<file path="src/rtl/eight_bit_ripple_pkg.sv">
// eight_bit_ripple_pkg: shared constants and types for the ripple add/sub slice.
// Holds the default width, op encodings and the operand vector type.
package eight_bit_ripple_pkg;

   localparam int WIDTH_DEFAULT = 8;

   localparam logic OP_ADD = 1'b0;
   localparam logic OP_SUB = 1'b1;

   typedef logic [WIDTH_DEFAULT-1:0] operand_t;

endpackage

</file>
<file path="src/rtl/eight_bit_ripple_full_adder.sv">
// full_adder: 1-bit combinational full adder, one cell of the ripple chain.
// Ports: a, b, cin -> s (sum bit), cout (majority carry).
module full_adder (
   input  logic a,
   input  logic b,
   input  logic cin,
   output logic s,
   output logic cout
);

   assign s    = a ^ b ^ cin;
   assign cout = (a & b) | (a & cin) | (b & cin);

endmodule

</file>
<file path="src/rtl/eight_bit_ripple.sv">
// eight_bit_ripple: registered two's-complement add/sub on a ripple-carry chain.
// Ports: clk, rst (sync, active-high), in_valid, a, b, op (0 add / 1 sub) ->
// sum, overflow, out_valid one cycle later; carry_out when
// EIGHT_BIT_RIPPLE_CARRY_OUT_EN is defined.
module eight_bit_ripple
   import eight_bit_ripple_pkg::*;
#(
   parameter int WIDTH = WIDTH_DEFAULT
) (
   input  logic             clk,
   input  logic             rst,
   input  logic             in_valid,
   input  logic [WIDTH-1:0] a,
   input  logic [WIDTH-1:0] b,
   input  logic             op,
   output logic [WIDTH-1:0] sum,
   output logic             overflow,
`ifdef EIGHT_BIT_RIPPLE_CARRY_OUT_EN
   output logic             carry_out,
`endif
   output logic             out_valid
);

   logic [WIDTH-1:0] b_eff;
   logic [WIDTH-1:0] s;
   logic [WIDTH:0]   c;
   logic             ovf;

   // Subtract reuses the adder: invert b and inject the +1 as carry-in.
   assign b_eff = b ^ {WIDTH{op}};
   assign c[0]  = (op == OP_SUB);

   for (genvar i = 0; i < WIDTH; i++) begin : g_chain
      full_adder u_fa (
         .a    (a[i]),
         .b    (b_eff[i]),
         .cin  (c[i]),
         .s    (s[i]),
         .cout (c[i+1])
      );
   end

   // Signed overflow: carry into the sign bit differs from carry out of it.
   assign ovf = c[WIDTH] ^ c[WIDTH-1];

`ifdef EIGHT_BIT_RIPPLE_CARRY_OUT_EN
   always_ff @(posedge clk) begin
      if (rst) begin
         sum       <= '0;
         overflow  <= 1'b0;
         carry_out <= 1'b0;
         out_valid <= 1'b0;
      end else if (in_valid) begin
         sum       <= s;
         overflow  <= ovf;
         carry_out <= c[WIDTH];
         out_valid <= 1'b1;
      end else begin
         out_valid <= 1'b0;
      end
   end
`else
   always_ff @(posedge clk) begin
      if (rst) begin
         sum       <= '0;
         overflow  <= 1'b0;
         out_valid <= 1'b0;
      end else if (in_valid) begin
         sum       <= s;
         overflow  <= ovf;
         out_valid <= 1'b1;
      end else begin
         out_valid <= 1'b0;
      end
   end
`endif

endmodule

</file>
<file path="config.mk">
export PLATFORM = sky130hd
export DESIGN_NAME = eight_bit_ripple
export DESIGN_NICKNAME = d
export VERILOG_FILES = /design/src/rtl/eight_bit_ripple_pkg.sv /design/src/rtl/eight_bit_ripple_full_adder.sv /design/src/rtl/eight_bit_ripple.sv
export SDC_FILE = /design/constraint.sdc
export NUM_CORES = 1
export LEC_CHECK = 0
export ABC_AREA = 0
export CAP_MARGIN = 20
export CORE_MARGIN = 1.5
export CORE_UTILIZATION = 43
export DETAILED_ROUTE_END_ITERATION = 16
export HOLD_SLACK_MARGIN = 0.03
export PLACE_DENSITY = 0.83
export SYNTH_ARGS = -nofsm -noshare
export SYNTH_HDL_FRONTEND = slang
export SYNTH_SLANG_ARGS = --single-unit
export TNS_END_PERCENT = 5
</file>
<file path="constraint.sdc">
create_clock -name clk -period 10.3 [get_ports clk]
set_input_delay 2.06 -clock clk [delete_from_list [all_inputs] [get_ports clk]]
set_output_delay 2.06 -clock clk [all_outputs]
set_load 0.05 [all_outputs]
</file>
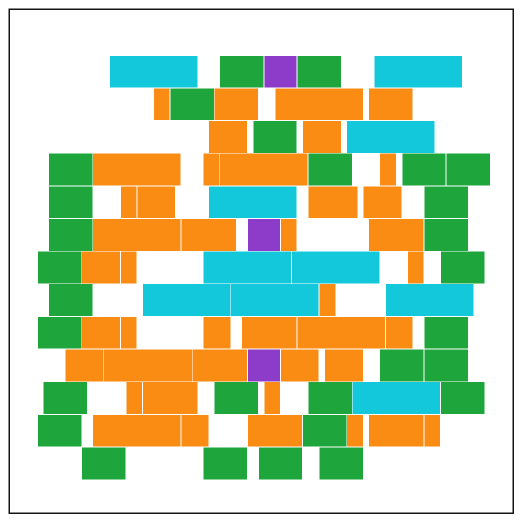
(run_1/class_map.png)
Scale: 12 px per um.
remaining buffers and delay cells: marked green, cells 29, share of their area 32%. registers: marked cyan, cells 10, share of their area 22%. remaining logic cells: marked orange, cells 42, share of their area 44%. clock-net drivers: marked purple, cells 3, share of their area 2.5%.

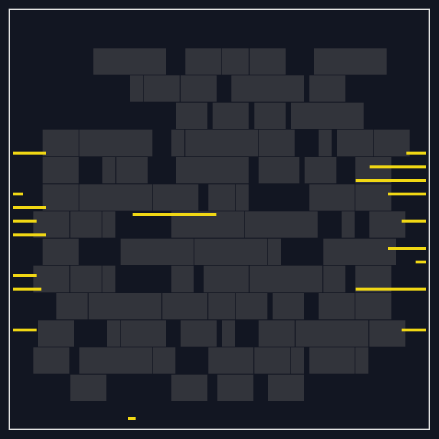
(run_1/m3.png)
Scale: 10 px per um.
The layer carries 59.2 um of wire. The longest straight run is 8.00 um.

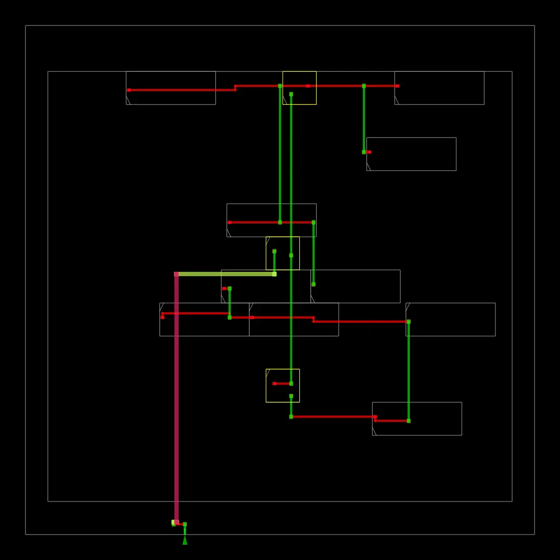
(run_1/clock_nets.png)
clock buffer count: 3
clock latency on the worst-skew pair: 250 ps
Clock Power: 25.6 uW

==> results_slide.txt, run 1 <==
Flow Results at a Glance

Timing
  • Hold WS: 497 ps
  • Relative slew slack: 47.9%
  • RSZ-0062 raised after global routing: no
  • Max Clock Freq: approximately 180 MHz
  • Setup TNS: 0 ps
  • Final hold violations: 0
  • Slew @ Worst Pin: just under 800 ps
  • Cycle use final: 55.2%
  • Slew Limit Fails: 0

Routing
  • Met2 WL post-DR: between 600 and 700 um
  • Number of routed nets with antenna violations: 0
  • DR pass1 iterations: 4
  • Metal3 WL: 59 um
  • Final WL: 1.15 mm
  • Max Used Layer: met4
  • Via density: 4.75
  • Wirelength per Cell: approximately 12 um
  • Via count: 470
  • DRC: 0

Critical path
  • Slowest stage cell, crit path: clkdlybuf4s50_1
  • CP delay by family, top: adder cells
  • CP Launch Type: input port
  • Critical Path Fanout Max: 8
  • WP buf/inv: 2
  • Register-to-Register Path Depth: 2
  • Data arrival, critical path: between 5000 and 6000 ps
  • Crit path top cell by count: fa_1
  • WP depth: 12
  • Critical path class: in2reg

Floorplan
  • Core ar.: ~1400 um^2
  • Fp util: between 40 and 50%
  • Std cell rows: 13
  • Die H: 41.9 um
  • Die footprint: 1750 um^2
  • Die width: around 42 um
  • Ports: 30

Pwr
  • Clock power share: about a fifth
  • Switching Fraction: a little over a third
  • Switching power: 45.9 uW
  • Pwr per Cell Area: roughly 140 nW/um^2
  • Leak: 0.000362 uW
  • Pint: slightly above 80 uW
  • Seq pwr share: 35.4%
  • Logic pwr share: ~45%

Yosys
  • Commonest cells in the synthesized netlist: 10 x dfxtp_1, 7 x a211oi_2, 7 x fa_1, 7 x nor2_1, 7 x xnor2_1
  • Cell taking the most area after synthesis: dfxtp_1
  • Avg Inst Size Synth: 11.6 um^2
  • Biggest area cells: dfxtp_1 31%, fa_1 22%, a211oi_2 13%, xnor2_1 9.4%, nor2_1 4.0%
  • Mapped Area: 649 um^2
  • Yosys Instances: 56
  • Most common cell in the synthesized netlist: dfxtp_1
  • Sequential area share after synthesis: 30.8%
  • Yosys warnings: 0
  • Share of flip-flops with an asynchronous set or reset: 0%

CTS
  • CTS H-Tree Depth: 1
  • CTS Hold Buffers Added: 0
  • Setup Fix Bufs, Post-CTS: 0
  • CTS Buffer Depth: 2
  • CTS clock-pin slew for the worst setup and hold paths: 60 ps
  • Clock sink count: 10
  • Resized Gates After CTS: 0
  • CTS tree: built

Final layout
  • # diodes: 0
  • Design area: 937 um^2
  • Synth-to-Final Area Change: 44.3%
  • Ratio of cells with drive above 1 in the final layout: 15.5%

Run
  • Log Warnings: 26

Status
  • Status: complete, no violations

Global routing
  • Vias in the first global route: 496
  • GRT busiest layer: met2
  • Met1 Use GR: 15.3%
  • Met3 GRT Util: between 2 and 3%
  • Global-route wire length before repair: 1.99 mm
  • Grt met2 use: 27.8%
  • Initial antenna violation count: 0
  • Largest net degree at the start of global routing: 18
  • Overall routing resource usage: 15.6%

Placed design
  • Hpwl dp: about 910 um
  • Area after DPL: slightly above 900 um^2
  • Input/output buffers: 29

Worst hold path
  • Hold depth: 2
[run 1: layout make-up]
| class | count | area [um^2] |
|---|---|---|
| Clock buffer | 3 | 22.5 |
| Fill cell | 110 | 413 |
| Inverter | 6 | 22.5 |
| Multi-Input combinational cell | 36 | 383 |
| Sequential cell | 10 | 200 |
| Tap cell | 15 | 18.8 |
| Timing Repair Buffer | 29 | 290 |
[run 1: kinds of logic (layout without fill, tap and decap cells)]
kind of cell	Yosys count	after routing	share of synthesized area, %
fa+ha+maj	7	7	21.6
buf+inv	10	38	10.2
simple gates	10	10	6.94
flops	10	10	30.8
compound gates	7	7	13.5
mux	3	3	4.82
xor+xnor	9	9	12.1
[run 1: state kept, by name, indices dropped and copies added, names as in the netlist]
signal,flops
overflow,1
sum,8
out_valid,1
[run 1: metrics by stage]
step	utilization, %	total power, uW	setup slack [ps]	instances
after floorplan	-	85.1	5120	56
after global placement	67.7	102	4400	96
after detailed placement	67.7	104	4310	96
after CTS	69.4	130	4590	99
after global routing	69.4	137	4430	99
final	69.4	128	4610	99
[run 1: power by group through the flow]
stage,Sequential [uW],Combinational [uW],Clock (uW)
global route,45.8,61.4,29.5
global placement,46.1,56.2,0
detailed placement,46.3,57.2,0
floorplan,61.0,24.1,0
finish,45.3,57.0,25.6
CTS,45.4,57.8,27.3
[run 1: placed cells by master (no fill, tap or decap)]
master,count
clkbuf_4,3
a211oi_2,7
nor2_2,2
fa_1,7
nor2_1,7
mux2i_1,2
xnor2_1,7
mux2_2,1
dfxtp_1,10
clkdlybuf4s50_1,29
xor2_1,2
nor2b_1,1
inv_1,6
[run 1: path summary, 6_finish.rpt]
kind            start        to  slack [ps]
max                op  overflow        4610
min            sum[5]    sum[5]         500
max reg2reg  overflow  overflow        9610
min reg2reg    sum[5]    sum[5]         500
==> run_1/route_heat.png <==
Scale: 10 px per um. 8 x 8 tiles, from dark purple (low) to yellow (high), scaled to the fullest tile. Values are wire area over tile area, all layers added.
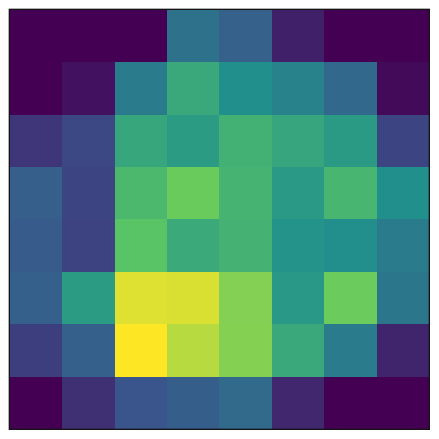

==> inputs of run 2 (changes only) <==
Settings changed: CORE_UTILIZATION 43 to 39, PLACE_DENSITY 0.83 to 0.76.
Clock period 10.3 ns to 5.44 ns, I/O delays scaled along.
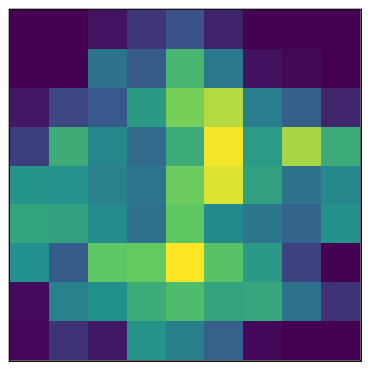
(run_2/route_heat.png)
Scale: 8 px per um. 9 x 9 tiles, from dark purple (low) to yellow (high), scaled to the fullest tile. Values are wire area over tile area, all layers added.
The fullest tile reaches 0.26. 16% of the tiles are nearly empty. 37% of the tiles are over half the peak. The mean over all tiles is 0.099.

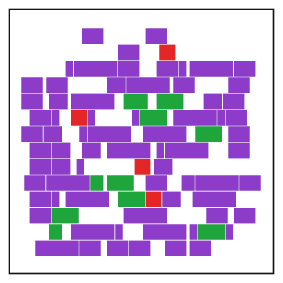
(run_2/sizing.png)
Scale: 6 px per um.
x3 and x4: marked red, cells 4. x2: marked green, cells 10. x1 and smaller: marked purple, cells 71.

==> run 2 against run 1 <==
Against the previous run: first-iteration DRC count increased by 67%; non-clock buffer count up 1; synthesized cell count did not move; worst hold slack lost 5.5 ps; sequential power grew 89%; largest power group unchanged; sequential cell count unchanged; critical path type unchanged; wire length up 1.5%.
==> results_slide.txt, run 2 <==
Flow Results at a Glance

Floorplan
  • Core ar.: 1520 um^2 (+13%)
  • Die width: 43.8 um (+4.6%)
  • Die footprint: 1920 um^2 (+9.5%)
  • Die H: 43.8 um (+4.6%)
  • Fp util: 42.6% (-5.5 points)
  • Std cell rows: 14 (+1)
  • Ports: 30 (unchanged)

Run
  • Log Warnings: 26 (unchanged)

Placed design
  • Hpwl dp: 970 um (+6.3%)
  • Area after DPL: 923 um^2 (+0.96%)
  • Input/output buffers: 29 (unchanged)
  • RePlAce Congestion: 0.706

Routing
  • Max Used Layer: met4
  • Wirelength per Cell: 11.5 um (-0.53%)
  • Met2 WL post-DR: 497 um (-17%)
  • DRC: 0 (unchanged)
  • Via density: 4.62 (-2.6%)
  • Metal-1 WL: ~560 um
  • Via count: 467 (-0.64%)
  • Number of routed nets with antenna violations: 0 (unchanged)
  • Initial DRC count: 5
  • DR pass1 iterations: 2 (-2)
  • Metal3 WL: 78 um (+32%)
  • Final WL: 1.16 mm (+1.5%)

Yosys
  • Ys flops: 10
  • Dominant Register Cell: dfxtp_1
  • Biggest area cells: dfxtp_1 31%, fa_1 22%, a211oi_2 13%, xnor2_1 9.4%, nor2_1 4.0%
  • Yosys Instances: 56 (unchanged)
  • Sequential area share after synthesis: 30.8% (unchanged)
  • Most common cell in the synthesized netlist: dfxtp_1
  • Cell taking the most area after synthesis: dfxtp_1
  • Commonest cells in the synthesized netlist: 10 x dfxtp_1, 7 x a211oi_2, 7 x fa_1, 7 x nor2_1, 7 x xnor2_1
  • Mapped Area: 649 um^2 (unchanged)
  • Avg Inst Size Synth: 11.6 um^2 (unchanged)
  • Share of flip-flops with an asynchronous set or reset: 0% (unchanged)
  • Yosys warnings: 0 (unchanged)

Final layout
  • Max FFs per register: 8 (unchanged)
  • Design area: 946 um^2 (+0.93%)
  • Most frequent cells in the layout: 29 x clkdlybuf4s50_1, 10 x dfxtp_1
  • Synth-to-Final Area Change: 45.7%
  • Biggest regs: sum x8, out_valid x1, overflow x1
  • Ratio of cells with drive above 1 in the final layout: 16.5% (+0.99 points)
  • Most frequent logic cell in the layout: clkdlybuf4s50_1
  • Top reg by flops: sum
  • # diodes: 0 (unchanged)

CTS
  • Clock latency on the worst-skew pair: 250 ps (about the same)
  • CTS H-Tree Depth: 1 (unchanged)
  • CTS clock-pin slew for the worst setup and hold paths: 60 ps (about the same)
  • Clock sink count: 10 (unchanged)
  • Resized Gates After CTS: 0 (unchanged)
  • Setup Fix Bufs, Post-CTS: 0 (unchanged)
  • CTS Buffer Depth: 2 (unchanged)
  • Total CTS buffers: 3
  • CTS tree: built
  • CTS Hold Buffers Added: 0 (unchanged)
  • Clk root buf: clkbuf_4

Timing
  • Relative slew slack: 46.3% (-1.5 points)
  • RSZ-0062 raised after global routing: no
  • Max Clock Freq: 224 MHz
  • Final hold violations: 0 (unchanged)
  • Cycle use final: roughly four fifths
  • Slew @ Worst Pin: 802 ps (+22.9 ps)
  • Setup TNS: 0 ps (unchanged)
  • Slew Limit Fails: 0 (unchanged)

Global routing
  • Overall routing resource usage: 14.5% (-1.1 points)
  • Largest net degree at the start of global routing: 18 (unchanged)
  • Remaining global-route overflow: 0
  • Vias in the first global route: 449 (-9.5%)
  • Global-route wire length before repair: 1.98 mm (-0.70%)
  • Initial antenna violation count: 0 (unchanged)

Critical path
  • Critical path class: in2reg
  • Crit path top cell by count: fa_1
  • CP Launch Type: input port
  • Slowest stage cell, crit path: clkdlybuf4s50_1
  • Data arrival, critical path: 4560 ps (-1300 ps)
  • CP delay by family, top: adder cells
  • Critical Path Fanout Max: 3 (-5)
  • WP buf/inv: 2 (unchanged)

Pwr
  • Total power: 244 uW (+91%)
  • Clock power share: 20.3% (+0.3 points)
  • Logic pwr share: 44.6% (about the same)
  • Pwr per Cell Area: 258 nW/um^2 (+89%)
  • Switching power: 88.3 uW (+92%)
  • Switching Fraction: 36.2% (+0.29 points)
  • Leak: 0.000367 uW (+1.3%)
  • Seq pwr share: 35.1% (-0.3 points)
  • Pint: 156 uW (+90%)

Status
  • Status: complete, no violations
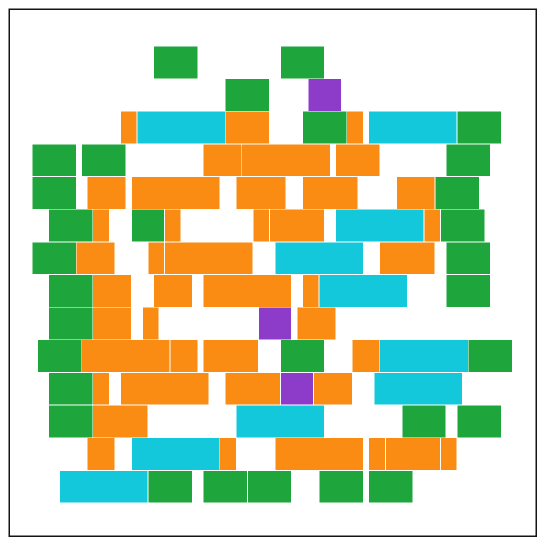
(run_2/class_map.png)
Scale: 12 px per um.
remaining logic cells: marked orange, cells 42, share of their area 44%. clock-net drivers: marked purple, cells 3, share of their area 2.4%. registers: marked cyan, cells 10, share of their area 22%. remaining buffers and delay cells: marked green, cells 30, share of their area 32%.

==> run 2: metrics by stage <==
step / worst slack (ps) / hold slack [ps] / util, % / instances
6_report: 984 / 492 / 62.1 / 101
5_1_grt: 783 / 519 / 62.1 / 101
4_1_cts: 963 / 494 / 62.1 / 101
3_5_place_dp: 699 / 481 / 60.6 / 98
3_3_place_gp: 752 / 474 / 60.6 / 98
2_1_floorplan: 1230 / 704 / - / 56
==> run 2: layer usage <==
metal | vias up | track usage (%)
met4 | 0 | 10.9
met3 | 4 | 1.25
met5 | - | 0
li1 | 236 | -
met2 | 23 | 20.6
met1 | 204 | 20.4
==> run 2: tightest hold or removal path: stages, from the launching register on <==
cell and delay [ps]:
dfxtp_1 320, nor2_2 90, a211oi_2 40
==> run 2: final cells by class <==
cell class | instances | area [um^2]
well taps | 16 | 20.0
flip-flops and latches | 10 | 200
clock buffers | 3 | 22.5
inverters | 6 | 22.5
repair buffers | 30 | 298
multi-input cells | 36 | 383
fillers | 132 | 578
==> run 2: path summary, 6_finish.rpt <==
| kind | startpoint | to | slack, ps | cells after the start |
|---|---|---|---|---|
| worst max register to register | overflow | overflow | 4760 | 2 |
| worst min register to register | sum[5] | sum[5] | 490 | 2 |
| worst min-delay path | sum[5] | sum[5] | 490 | 2 |
| worst max-delay path | op | overflow | 980 | 12 |
==> run 2: cell families after synthesis <==
logic type	synth area share, %
buf+inv	10.2
simple gates	6.94
flops	30.8
xor+xnor	12.1
compound gates	13.5
fa+ha+maj	21.6
mux	4.82
==> run 2: power by group through the flow <==
stage | Clock (uW) | Combinational (uW) | Sequential (uW)
after floorplan | 0 | 45.6 | 116
after global placement | 0 | 108 | 87.1
after detailed placement | 0 | 109 | 87.4
after CTS | 50.9 | 110 | 85.8
after global routing | 54.4 | 118 | 86.8
final | 49.6 | 109 | 85.7
Power is estimated from default activity; no workload was simulated.
